Run 1, sequential cells grouped by signal name:
Other sequential cells in the stronger gray, the rest of the logic in the fainter gray.
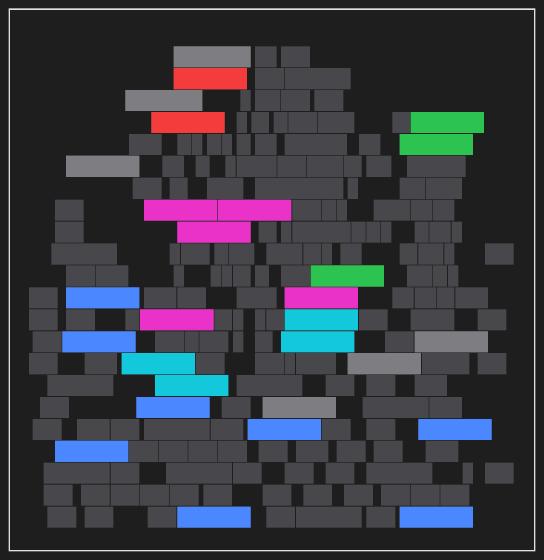
Run 1, drive-strength map:
Bar = 20 um.
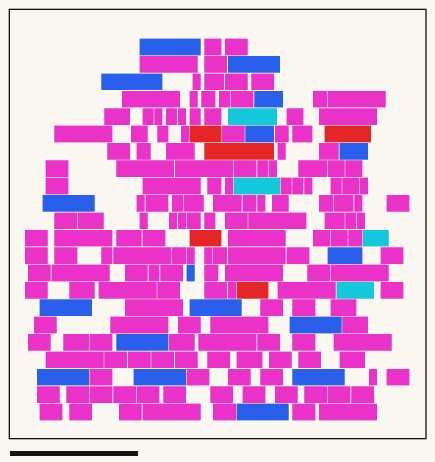
Run 1, gate-type map:
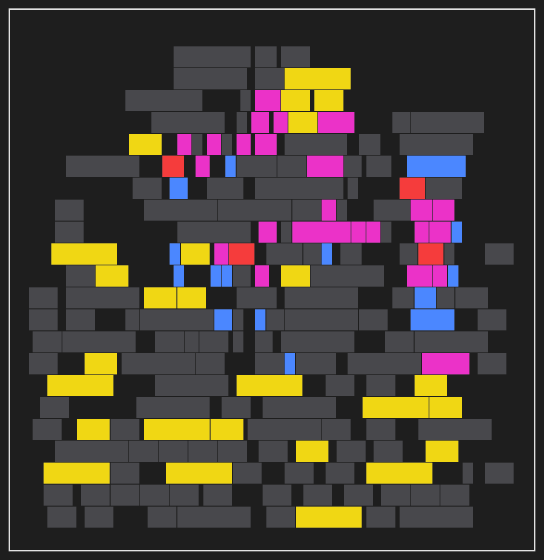
`config.mk`:
```
export PLATFORM = sky130hd
export DESIGN_NAME = uart_tx_arbiter
export DESIGN_NICKNAME = d
export VERILOG_FILES = /design/src/rtl/uart_pkg.sv /design/src/rtl/rr_pick.sv /design/src/rtl/uart_tx_arbiter.sv
export SDC_FILE = /design/constraint.sdc
export NUM_CORES = 1
export LEC_CHECK = 0
export CAP_MARGIN = 25
export CORE_AREA = 2 2 63 65
export CTS_BUF_LIST = sky130_fd_sc_hd__clkbuf_4 sky130_fd_sc_hd__clkbuf_8 sky130_fd_sc_hd__clkbuf_16
export DETAILED_ROUTE_END_ITERATION = 7
export DIE_AREA = 0 0 65 67
export PLACE_DENSITY = 0.82
export RECOVER_POWER = 50
export REMOVE_ABC_BUFFERS = 1
export SLEW_MARGIN = 20
export SYNTH_ARGS = -nofsm -noshare
export SYNTH_HDL_FRONTEND = slang
export SYNTH_SLANG_ARGS = --single-unit
```
`constraint.sdc`:
```
create_clock -name CLK -period 4.6 [get_ports CLK]
set_input_delay 0.69 -clock CLK [delete_from_list [all_inputs] [get_ports CLK]]
set_output_delay 0.69 -clock CLK [all_outputs]
set_load 0.01 [all_outputs]
```
`src/rtl/uart_pkg.sv`:
```
// Shared types and constants for the UART transmit arbiter.
// Holds the FSM state encoding, the burst header tag and the default busy timeout.
package uart_pkg;

   typedef enum logic [2:0] {
      StIdle,
      StHdr,
      StLoad,
      StWaitBusy,
      StWaitDone,
      StHold
   } arb_state_e;

   localparam logic [7:0]  HDR_TAG     = 8'hA0;
   localparam int unsigned DEF_TIMEOUT = 16;

endpackage

```
`src/rtl/rr_pick.sv`:
```
// Combinational round-robin picker: returns the first asserted request after ptr_i,
// wrapping modulo NREQ, plus a flag telling whether any request is asserted.
module rr_pick #(
   parameter int unsigned NREQ = 4,
   parameter int unsigned IDW  = 2
) (
   input  logic [NREQ-1:0] req_i,
   input  logic [IDW-1:0]  ptr_i,
   output logic [IDW-1:0]  idx_o,
   output logic            any_o
);

   logic [IDW-1:0] cand;

   always_comb begin
      idx_o = '0;
      any_o = 1'b0;
      cand  = '0;
      for (int unsigned k = 1; k <= NREQ; k++) begin
         cand = IDW'((32'(ptr_i) + k) % NREQ);
         if (!any_o && req_i[cand]) begin
            idx_o = cand;
            any_o = 1'b1;
         end
      end
   end

endmodule

```
`src/rtl/uart_tx_arbiter.sv`:
```
// Round-robin burst arbiter feeding one UART transmitter, one byte per TX_START.
// Define UART_ARB_HDR_EN to prefix every burst with the header byte HDR_TAG | GRANT_ID.
module uart_tx_arbiter
   import uart_pkg::*;
#(
   parameter int unsigned NREQ    = 4,
   parameter int unsigned IDW     = 2,
   parameter int unsigned TIMEOUT = DEF_TIMEOUT
) (
   input  logic              CLK,
   input  logic              RST,
   input  logic [NREQ-1:0]   REQ_VALID,
   input  logic [8*NREQ-1:0] REQ_DATA,
   input  logic [NREQ-1:0]   REQ_LAST,
   output logic [NREQ-1:0]   REQ_ACK,
   output logic [7:0]        TX_DATA,
   output logic              TX_START,
   input  logic              TX_BUSY,
   output logic              GRANT_VALID,
   output logic [IDW-1:0]    GRANT_ID,
   output logic              ERR_TIMEOUT
);

   localparam int unsigned    TW   = $clog2(TIMEOUT + 1);
   localparam logic [TW-1:0]  TMAX = TW'(TIMEOUT - 1);

   arb_state_e      state_q, state_d;
   logic [IDW-1:0]  ptr_q, ptr_d;
   logic [IDW-1:0]  gid_q, gid_d;
   logic            gvalid_q, gvalid_d;
   logic            last_q, last_d;
   logic [TW-1:0]   timer_q, timer_d;
   logic [7:0]      tx_data_q, tx_data_d;
   logic            tx_start_q, tx_start_d;
   logic [NREQ-1:0] ack_q, ack_d;
   logic            err_q, err_d;
`ifdef UART_ARB_HDR_EN
   logic            hdr_q, hdr_d;
`endif

   logic [7:0]      req_byte [NREQ];
   logic [IDW-1:0]  pick_idx;
   logic            pick_any;
   logic            cur_valid;
   logic            byte_done;
   logic            is_hdr;

   rr_pick #(
      .NREQ (NREQ),
      .IDW  (IDW)
   ) u_rr_pick (
      .req_i (REQ_VALID),
      .ptr_i (ptr_q),
      .idx_o (pick_idx),
      .any_o (pick_any)
   );

   always_comb begin
      for (int i = 0; i < NREQ; i++) begin
         req_byte[i] = REQ_DATA[8*i +: 8];
      end
   end

   assign cur_valid = REQ_VALID[gid_q];
`ifdef UART_ARB_HDR_EN
   assign is_hdr = hdr_q;
`else
   assign is_hdr = 1'b0;
`endif

   always_comb begin
      state_d    = state_q;
      ptr_d      = ptr_q;
      gid_d      = gid_q;
      gvalid_d   = gvalid_q;
      last_d     = last_q;
      timer_d    = timer_q;
      tx_data_d  = tx_data_q;
      tx_start_d = 1'b0;
      ack_d      = '0;
      err_d      = 1'b0;
      byte_done  = 1'b0;
`ifdef UART_ARB_HDR_EN
      hdr_d      = hdr_q;
`endif
      unique case (state_q)
         StIdle: begin
            if (pick_any) begin
               gid_d    = pick_idx;
               gvalid_d = 1'b1;
`ifdef UART_ARB_HDR_EN
               state_d  = StHdr;
`else
               state_d  = StLoad;
`endif
            end
         end
`ifdef UART_ARB_HDR_EN
         StHdr: begin
            tx_data_d  = HDR_TAG | 8'(gid_q);
            tx_start_d = 1'b1;
            timer_d    = '0;
            hdr_d      = 1'b1;
            state_d    = StWaitBusy;
         end
`endif
         StLoad: begin
            // Requester withdrew its byte before the ack: keep the grant and wait.
            if (cur_valid) begin
               tx_data_d    = req_byte[gid_q];
               tx_start_d   = 1'b1;
               ack_d[gid_q] = 1'b1;
               last_d       = REQ_LAST[gid_q];
               timer_d      = '0;
`ifdef UART_ARB_HDR_EN
               hdr_d        = 1'b0;
`endif
               state_d      = StWaitBusy;
            end else begin
               state_d = StHold;
            end
         end
         StWaitBusy: begin
            if (TX_BUSY) begin
               state_d = StWaitDone;
            end else if (timer_q == TMAX) begin
               err_d     = 1'b1;
               byte_done = 1'b1;
            end else begin
               timer_d = timer_q + 1'b1;
            end
         end
         StWaitDone: begin
            if (!TX_BUSY) begin
               byte_done = 1'b1;
            end
         end
         StHold: begin
            if (cur_valid) begin
               state_d = StLoad;
            end
         end
         default: state_d = StIdle;
      endcase

      if (byte_done) begin
         if (last_q && !is_hdr) begin
            ptr_d    = gid_q;
            gvalid_d = 1'b0;
            state_d  = StIdle;
         end else begin
            state_d = cur_valid ? StLoad : StHold;
         end
      end
   end

   always_ff @(posedge CLK or negedge RST) begin
      if (!RST) begin
         state_q    <= StIdle;
         ptr_q      <= IDW'(NREQ - 1);
         gid_q      <= '0;
         gvalid_q   <= 1'b0;
         last_q     <= 1'b0;
         timer_q    <= '0;
         tx_data_q  <= '0;
         tx_start_q <= 1'b0;
         ack_q      <= '0;
         err_q      <= 1'b0;
`ifdef UART_ARB_HDR_EN
         hdr_q      <= 1'b0;
`endif
      end else begin
         state_q    <= state_d;
         ptr_q      <= ptr_d;
         gid_q      <= gid_d;
         gvalid_q   <= gvalid_d;
         last_q     <= last_d;
         timer_q    <= timer_d;
         tx_data_q  <= tx_data_d;
         tx_start_q <= tx_start_d;
         ack_q      <= ack_d;
         err_q      <= err_d;
`ifdef UART_ARB_HDR_EN
         hdr_q      <= hdr_d;
`endif
      end
   end

   assign REQ_ACK     = ack_q;
   assign TX_DATA     = tx_data_q;
   assign TX_START    = tx_start_q;
   assign GRANT_VALID = gvalid_q;
   assign GRANT_ID    = gid_q;
   assign ERR_TIMEOUT = err_q;

endmodule

```
==> impl_metrics.csv, run 1 <==
group,metric,value,unit
clock_tree,htree_levels,1,
final_layout,finalNetCount,239,
route,via_per_inst,5.50,
hold_path,hp-class,"reg2reg",
clock_tree,cts_buffers,3,
status,status,"finished with violations",
power,pwr-share-seq,38.4,%
synthesis,syn_area_per_cell,12.3,sq um
final_layout,drive_gt1_share,13.5,%
setup_path,crit_path_end_kind,"output pin",
global_routing,grt_overflow,0,
placement,pre_cts_slack,2040,ps
power,power_leader,"combinational cells",
synthesis,yosysUniqueCellTypes,49,
final_timing,finalCritPeriodShare,56.3,%
floorplanning,io_pins,60,
global_routing,grt_max_degree,29,
setup_path,r2r-end,"TX_DATA[4]$_DFFE_PN0P_",
synthesis,synth-seq-cells,28,
final_timing,relSlewSlack,-1.52,%
synthesis,top_cells_by_area,"dfrtp_1, mux4_2, mux2_1",
final_timing,setup_viol,0,
setup_path,crit_path_start,"GRANT_ID[0]$_DFFE_PN0P_",
synthesis,yosys.area.top_type,"dfrtp_1",
setup_path,path_delay_family,"flip-flops",
synthesis,syn-cell-area,1700,sq um
clock_tree,clock_latency,270,ps
setup_path,r2r_cells,3,
route,wirelength,3980,um
route,wl_met2,2200,um
synthesis,synth.top_cell.area_share,38.3,%
setup_path,critical-path-slowest-cell,"dfrtp_1",
route,ant_nets,0,
synthesis,fa_ha_area_share,1.47,%
route,dr.pass1.iters,4,
run,max_cap_violations,1,
global_routing,grt_usage,20.3,%
placement,finalWeightedCongestion,0.820,
final_layout,fill_cells,290,
clock_tree,clk_path_buf_depth,2,
synthesis,xor_share,0,%
placement,dpl_cell_area,2290,sq um
setup_path,criticalPathCategory,"reg2out",
clock_tree,cts_setup_buffers,0,
final_layout,final_core_util,65.4,%
floorplanning,die_w,65,um
hold_path,whs_path_depth,1,
synthesis,ys_area,1700,sq um
power,clockPowerShare,15.1,%
synthesis,compound_area_share,12.7,%
final_timing,slew_violations,29,
clock_tree,cts_root_buf,"clkbuf_8",
setup_path,arrival,1900,ps
global_routing,grt_pass1_vias,1402,
route,highest_layer,"met4",
setup_path,path_depth,1,
hold_path,hold_path_end,"TX_DATA[2]$_DFFE_PN0P_",
final_timing,finalClockSkew,6.36,ps
setup_path,crit_end,"GRANT_ID[0]",
setup_path,crit_path_max_incr_delay,930,ps
final_timing,rsz0062_at_grt,"no",
setup_path,crit_required,3910,ps
floorplanning,die_h,67,um
power,powerClk,0.000194,W
synthesis,yosys-stat-cells,138,
global_routing,use_met2,38.7,%
placement,place_inst,237,
clock_tree,clkTransAtPathRegs,100,ps
route,drt_iter0_markers,64,
floorplanning,coreArea,3610,sq um
power,power.density,546,nW/um^2
placement,io_buffers,59,
power,peakVddDrop,236,uV
clock_tree,ctsResizeCount,0,
synthesis,ys_warn_count,0,
final_timing,worst_pin_slew,1520,ps
synthesis,ff_type,"dfrtp_1",
final_timing,finalHoldViolations,0,
setup_path,r2r-start,"GRANT_ID[1]$_DFFE_PN0P_",
global_routing,grt_pass1_wl,6680,um
power,pg_comb,0.000599,W
synthesis,common_cells,"dfrtp_1, mux2_1, mux4_2, nand2_1",
final_layout,insertedDiodeCount,0,
setup_path,crit_buf_inv,1,
route,m1WireLength,1600,um
route,wl_per_cell,16.5,um
route,drt_drc_violations_left,0,
route,vias,1326,
synthesis,yosys-mux-area-fraction,23.5,%
power,p_sw,0.000473,W
synthesis,top_cell,"dfrtp_1",
global_routing,use_met3,3.21,%
power,swShare,36.8,%
clock_tree,ctsHoldBuffers,0,
status,failed_checks,"max-capacitance violations, max-slew violations",
final_timing,fmax,386,MHz
final_layout,area.growth.synth_to_final,38.9,%
floorplanning,dieArea,4360,sq um
setup_path,critPathMaxFanout,19,
hold_path,min_from,"TX_DATA[2]$_DFFE_PN0P_",
synthesis,edf_count,0,
synthesis,ys_top_logic_family,"multiplexers",
setup_path,cp_cell_sequence,"clkdlybuf4s50_1",
final_timing,finalHoldWorstSlack,502,ps
global_routing,busiest_layer,"met2",
synthesis,ys_sh_simple,16.0,%
placement,place_hpwl,3000,um
synthesis,ys_seq_share,41.4,%
global_routing,grt_util_met1,22.9,%
floorplanning,core_util_floorplan,47.1,%
clock_tree,cts_tree,"built",
power,power.leakage,0.970,nW
synthesis,syn_inst,138,
setup_path,start_kind,"flip-flop",
power,p_comb_share,46.6,%
route,routed-wl-met3,146,um
final_timing,tns,0,ps
Back to the opening pictures, 'sequential cells grouped by signal name':
[green] state_q | flops: 3
[red] GRANT_ID | flops: 2
[magenta] timer_q | flops: 5 | where: center
[cyan] REQ_ACK | flops: 4
[blue] TX_DATA | flops: 8
not colored: 6
seq pwr: 0.000494 W
flop share of the area: 29.8%
Storage cell area: 703 sq um

Back to the opening pictures, 'drive-strength map':
[magenta] _0 and _1 cells | cells: 167 | most used: clkdlybuf4s50_1
[cyan] _3 and _4 cells | cells: 4
[blue] _2 cells | cells: 17 | most used: mux4_2
[red] _6 and larger | cells: 5 | most used: clkbuf_8
cell area after layout: 2360 sq um
setup ws final: 2010 ps

Back to the opening pictures, 'gate-type map':
[blue] nand cells | cells: 15 | most used: nand2_1
[magenta] aoi and oai cells | cells: 24 | most used: a21oi_1
[yellow] mux cells | cells: 26 | where: widely spread
[red] non-inverting ao/oa cells | cells: 4
non-filler instance count after layout: 241
dominant logic cell type in the layout: clkdlybuf4s50_1
Comb/total area: 38.6%

run 1: area by class of cell:
class | count | area (sq um) | share of cell area [%]
Clock buffer | 3 | 41.3 | 1.75
Multi-Input combinational cell | 96 | 910 | 38.6
Sequential cell | 28 | 703 | 29.8
Inverter | 5 | 18.8 | 0.796
Tap cell | 48 | 60.1 | 2.55
Clock inverter | 1 | 30.0 | 1.27
Timing Repair Buffer | 60 | 594 | 25.2
run 1: registers in the layout (all words and copies together) (netlist names):
register / count
GRANT_VALID: 1
timer_q: 5
TX_DATA: 8
ERR_TIMEOUT: 1
ptr_q: 2
TX_START: 1
last_q: 1
state_q: 3
GRANT_ID: 2
REQ_ACK: 4
Run 1, clock nets:
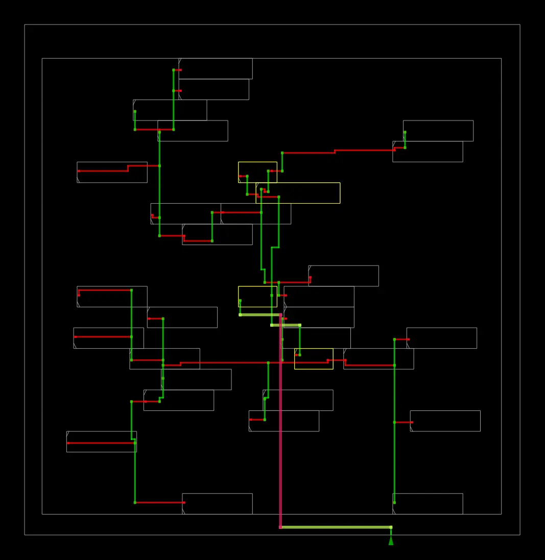

--- run 2 (diff from run 1) ---
CORE_AREA = 2 2 68 70   (was 2 2 63 65)
DIE_AREA = 0 0 70 72   (was 0 0 65 67)
PLACE_DENSITY = 0.75   (was 0.82)
clock period = 2.1 ns   (was 4.6 ns; I/O delays follow)
Run 2, clock nets:
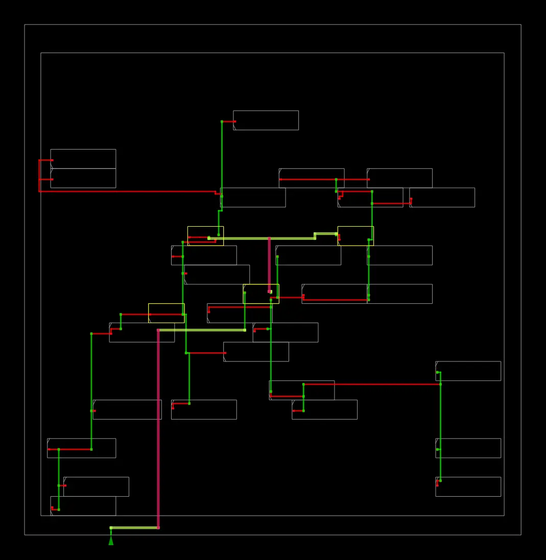
Num CTS Buffers: 3
Clock Skew: 2.71 ps

Run 2, clock network drawn from the DEF:
Bar = 20 um.
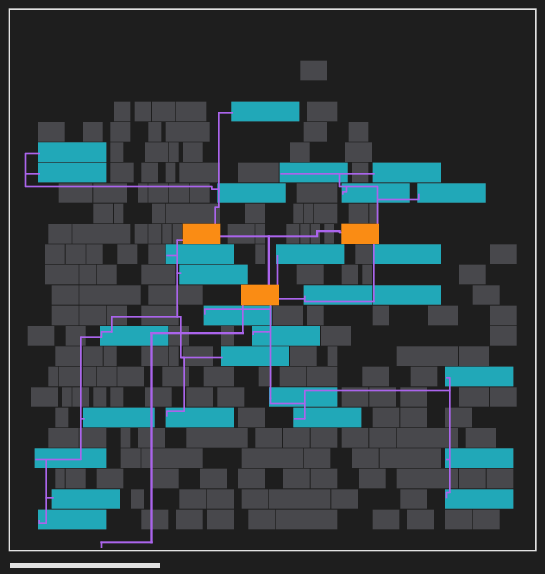
[orange] clock drivers | count: 3
[cyan] flip-flops | count: 28
[purple] clock wires | length: 360 um
routed clock nets: 4
Late-Pin Clk Latency: 280 ps
total clock network power: 0.000345 W
Clk network pwr share: 12.0%

==> run 2 against run 1 <==
Effect of this change: the flow now finishes without violations; worst setup slack worse by 1900 ps; final cell count up 7.1%; die size up 16%; register-to-register slack worse by 2300 ps; final area up 4.2%; critical path depth up 7; area after synthesis unchanged; critical path type is now reg2reg; total power up 120%; global-route usage down 2.2 points; sequential share of layout area down 1.2 points; count of clock-buffer cells in the layout up 1; synthesized cell count unchanged.
==> impl_metrics.csv, run 2 <==
group,metric,value,unit
status,status,"complete, no violations",
final_layout,seq_share,28.6,%
final_layout,final_area,2460,sq um
clock_tree,cts_setup_buffers,0,
power,pwr-share-seq,34.6,%
global_routing,grt_overflow,0,
final_layout,area.growth.synth_to_final,44.8,%
synthesis,synth-seq-cells,28,
placement,place_inst,250,
final_layout,final_common_cell,"clkdlybuf4s50_1",
final_layout,clock_buffers,4,
final_layout,drive_gt1_share,20.9,%
synthesis,edf_count,0,
final_layout,area_dominant_class,"combinational gates",
final_timing,setup_viol,0,
hold_path,min_from,"TX_DATA[2]$_DFFE_PN0P_",
synthesis,ys_seq_share,41.4,%
hold_path,hp-class,"reg2reg",
power,power.density,1160,nW/um^2
final_timing,fmax,493,MHz
synthesis,fa_ha_area_share,1.47,%
final_timing,worst_pin_slew,792,ps
setup_path,r2r-end,"timer_q[3]$_DFFE_PN0P_",
final_layout,fill_cells,365,
final_layout,insertedDiodeCount,0,
route,wl_per_cell,16.7,um
clock_tree,htree_levels,1,
final_timing,relSlewSlack,46.7,%
synthesis,ys_warn_count,0,
hold_path,hold_path_end,"TX_DATA[2]$_DFFE_PN0P_",
floorplanning,coreArea,4260,sq um
power,power_leader,"combinational cells",
final_timing,tns,0,ps
final_layout,comb_share,37.4,%
synthesis,compound_area_share,12.7,%
final_layout,buf_share,28.4,%
synthesis,ys_area,1700,sq um
placement,place_hpwl,3380,um
floorplanning,die_h,72,um
synthesis,ff_type,"dfrtp_1",
final_layout,fin_cells,258,
synthesis,xor_share,0,%
final_layout,largest_reg_flops,8,
synthesis,top_cell,"dfrtp_1",
clock_tree,clk_path_buf_depth,2,
clock_tree,clkTransAtPathRegs,100,ps
run,max_cap_violations,0,
synthesis,common_cells,"dfrtp_1, mux2_1, mux4_2, nand2_1",
route,drt_iter0_markers,61,
final_layout,seq_cell_count,28,
placement,io_buffers,59,
final_layout,n_all_buffers,73,
setup_path,crit_path_end_kind,"flip-flop",
floorplanning,core_util_floorplan,39.8,%
setup_path,r2r-start,"timer_q[0]$_DFFE_PN0P_",
synthesis,top_cells_by_area,"dfrtp_1, mux4_2, mux2_1",
route,vias,1372,
setup_path,crit_required,2270,ps
power,swShare,37.8,%
setup_path,crit_path_start,"timer_q[0]$_DFFE_PN0P_",
global_routing,grt_usage,18.0,%
setup_path,critPathMaxFanout,6,
final_timing,finalHoldViolations,0,
synthesis,syn_area_per_cell,12.3,sq um
clock_tree,ctsResizeCount,0,
setup_path,arrival,2200,ps
floorplanning,io_pins,60,
floorplanning,die_w,70,um
placement,finalWeightedCongestion,0.847,
floorplanning,tap-cell-count,52,
synthesis,syn-cell-area,1700,sq um
final_timing,worst_slack,72.9,ps
floorplanning,dieArea,5040,sq um
power,power.leakage,1.03,nW
global_routing,grt_pass1_vias,1562,
route,dr.pass1.iters,4,
synthesis,yosysUniqueCellTypes,49,
hold_path,whs_path_depth,1,
placement,dpl_cell_area,2360,sq um
synthesis,syn_inst,138,
final_timing,finalCritPeriodShare,96.5,%
power,pg_comb,0.00153,W
synthesis,yosys-mux-area-fraction,23.5,%
route,drt_drc_violations_left,0,
global_routing,grt_max_degree,29,
final_layout,clock_area_share,2.24,%
final_layout,nNonClkInverters,5,
final_layout,flop_area,703,sq um
synthesis,ys_sh_simple,16.0,%
synthesis,synth.top_cell.area_share,38.3,%
setup_path,r2r_cells,8,
synthesis,yosys-stat-cells,138,
final_timing,slew_violations,0,
power,p_seq,0.000989,W
final_layout,finalNetCount,252,
final_layout,nMultiInputCombCells,96,
clock_tree,cts_root_buf,"clkbuf_8",
placement,pre_cts_slack,-88.6,ps
power,p_sw,0.00108,W
setup_path,start_kind,"flip-flop",
clock_tree,cts_tree,"built",
global_routing,grt_pass1_wl,7110,um
power,p_comb_share,53.4,%
final_layout,final_core_util,57.6,%
## run 2: cell counts after synthesis
Identical to the previous run, type by type.
## run 2: cell families (layout without fill, tap and decap cells)
group	after synthesis	after routing
muxes	26	26
adders and majority gates	2	2
AOI/OAI and AO/OA	28	28
buffers and inverters	14	82
DFF	28	28
and+or+nand+nor	40	40
## run 2: layer usage
layer  share of wire [%]  vias up  GRT usage, %  wire [um]
met1                  37      669          17.8       1600
met2                  57       33          36.8       2470
met3                 2.4       16          2.78        105
li1                    -      654             -          -
met4                 3.2        0          7.91        140
met5                   0        -             0          0
## run 2: worst max-delay path: stages, from the launching register on
cell and delay (ps):
dfrtp_1 420, ha_2 220, and3_1 160, ha_2 190, nand4b_2 120, a21oi_4 90, a211oi_4 380, nand4_1 190
mux2i_1 150
--- run 3 (diff from run 2) ---
CTS_CLUSTER_SIZE = 10   (was unset)
HOLD_SLACK_MARGIN = 0.12   (was unset)
SKIP_CTS_REPAIR_TIMING = 1   (was unset)
Run 3, met4 routing:
Supply wires on this layer in gray.
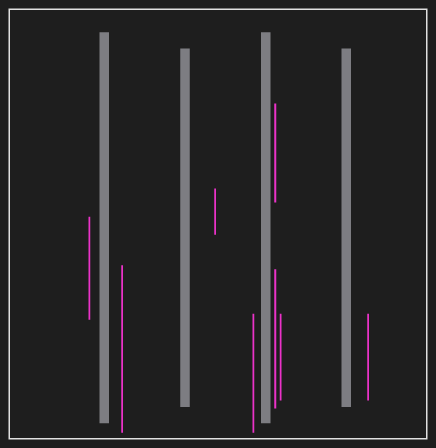
main direction: vertical
nets with wire on the layer: 8
via count: 1372
wirelength, routed: 4310 um

Run 3, drive-strength map:
Bar = 20 um.
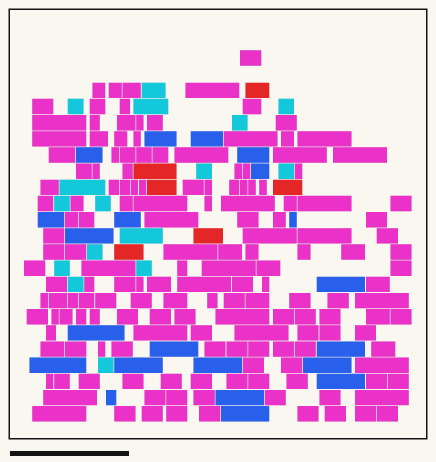
cell area after layout: 2460 sq um
Area Overhead vs Synth: 44.8%

==> run 3 against run 2 <==
Effect of this change: clock power about the same; global-route usage unchanged; largest power group unchanged; worst setup slack unchanged; sequential share of layout area unchanged; fmax unchanged; largest cell class unchanged; total power is the same; register-to-register slack about the same; critical endpoint unchanged.
==> impl_metrics.csv, run 3 <==
group,metric,value,unit
placement,place_inst,250,
route,ant_nets,0,
route,via_per_inst,5.32,
setup_path,crit_top_cell,"ha_2",
final_layout,largest_reg_flops,8,
global_routing,grt_overflow,0,
setup_path,start_kind,"flip-flop",
synthesis,yosysUniqueCellTypes,49,
floorplanning,io_pins,60,
final_timing,finalCritPeriodShare,96.5,%
placement,dpl_cell_area,2360,sq um
synthesis,syn_inst,138,
final_layout,area_dominant_class,"combinational gates",
floorplanning,tap-cell-count,52,
final_layout,finalNetCount,252,
synthesis,synth-seq-cells,28,
clock_tree,htree_levels,1,
setup_path,r2r_cells,8,
route,drt_drc_violations_left,0,
setup_path,crit_required,2270,ps
hold_path,min_from,"TX_DATA[2]$_DFFE_PN0P_",
global_routing,grt_usage,18.0,%
synthesis,yosys.area.top_type,"dfrtp_1",
setup_path,critical-path-slowest-cell,"dfrtp_1",
setup_path,crit_buf_inv,0,
final_layout,drive_gt1_share,20.9,%
setup_path,path_depth,8,
final_layout,clock_buffers,4,
synthesis,syn-cell-area,1700,sq um
placement,place_hpwl,3380,um
final_layout,buf_share,28.4,%
final_timing,worst_slack,72.9,ps
route,dr.pass1.iters,4,
setup_path,criticalPathCategory,"reg2reg",
placement,pre_cts_slack,-88.6,ps
hold_path,hp-class,"reg2reg",
setup_path,crit_path_end_kind,"flip-flop",
floorplanning,dieArea,5040,sq um
setup_path,crit_path_start,"timer_q[0]$_DFFE_PN0P_",
final_layout,nMultiInputCombCells,96,
final_layout,insertedDiodeCount,0,
setup_path,critPathMaxFanout,6,
floorplanning,die_h,72,um
final_timing,worst_pin_slew,792,ps
final_layout,clock_area_share,2.24,%
final_layout,n_all_buffers,73,
floorplanning,coreArea,4260,sq um
synthesis,syn_area_per_cell,12.3,sq um
synthesis,ff_type,"dfrtp_1",
synthesis,top_cell,"dfrtp_1",
final_layout,final_common_cell,"clkdlybuf4s50_1",
final_timing,finalHoldWorstSlack,491,ps
synthesis,top_cells_by_area,"dfrtp_1, mux4_2, mux2_1",
placement,finalWeightedCongestion,0.847,
final_layout,comb_area,918,sq um
setup_path,crit_path_max_incr_delay,420,ps
synthesis,yosys-stat-cells,138,
route,drt_iter0_markers,61,
final_layout,seq_share,28.6,%
synthesis,ys_area,1700,sq um
setup_path,cp_cell_sequence,"ha_2 > and3_1 > ha_2 > nand4b_2 > a21oi_4 > a211oi_4 > nand4_1 > mux2i_1",
synthesis,common_cells,"dfrtp_1, mux2_1, mux4_2, nand2_1",
final_timing,tns,0,ps
run,max_cap_violations,0,
setup_path,crit_end,"timer_q[3]$_DFFE_PN0P_",
global_routing,grt_pass1_vias,1562,
synthesis,ys_warn_count,0,
final_layout,fin_cells,258,
clock_tree,clock_latency,280,ps
route,wl_per_cell,16.7,um
status,status,"complete, no violations",
synthesis,ys_seq_share,41.4,%
final_layout,fill_cells,365,
hold_path,hold_path_end,"TX_DATA[2]$_DFFE_PN0P_",
global_routing,grt_pass1_wl,7110,um
clock_tree,cts_tree,"built",
clock_tree,clk_path_buf_depth,2,
setup_path,r2r-end,"timer_q[3]$_DFFE_PN0P_",
final_layout,seq_cell_count,28,
-- run 3: cell counts after synthesis --
Identical to the previous run, type by type.
-- run 3: layer usage --
layer | vias to the layer above | routed length (um) | global-route usage (%)
met2 | 33 | 2470 | 36.8
met4 | 0 | 140 | 7.91
met5 | - | 0 | 0
met1 | 669 | 1600 | 17.8
met3 | 16 | 105 | 2.78
li1 | 654 | - | -
-- run 3: cell families after synthesis --
logic type      after synthesis  share of synthesized area [%]
mux                          26                           23.5
flops                        28                           41.4
simple gates                 40                           16.0
buf+inv                      14                           4.94
compound gates               28                           12.7
fa+ha+maj                     2                           1.47
-- run 3: power by group --
group	switching (W)	internal (W)
Combinational	0.000675	0.000854
Clock	0.000176	0.000168
Sequential	0.000229	0.000760
Power and IR drop assume default switching activity.
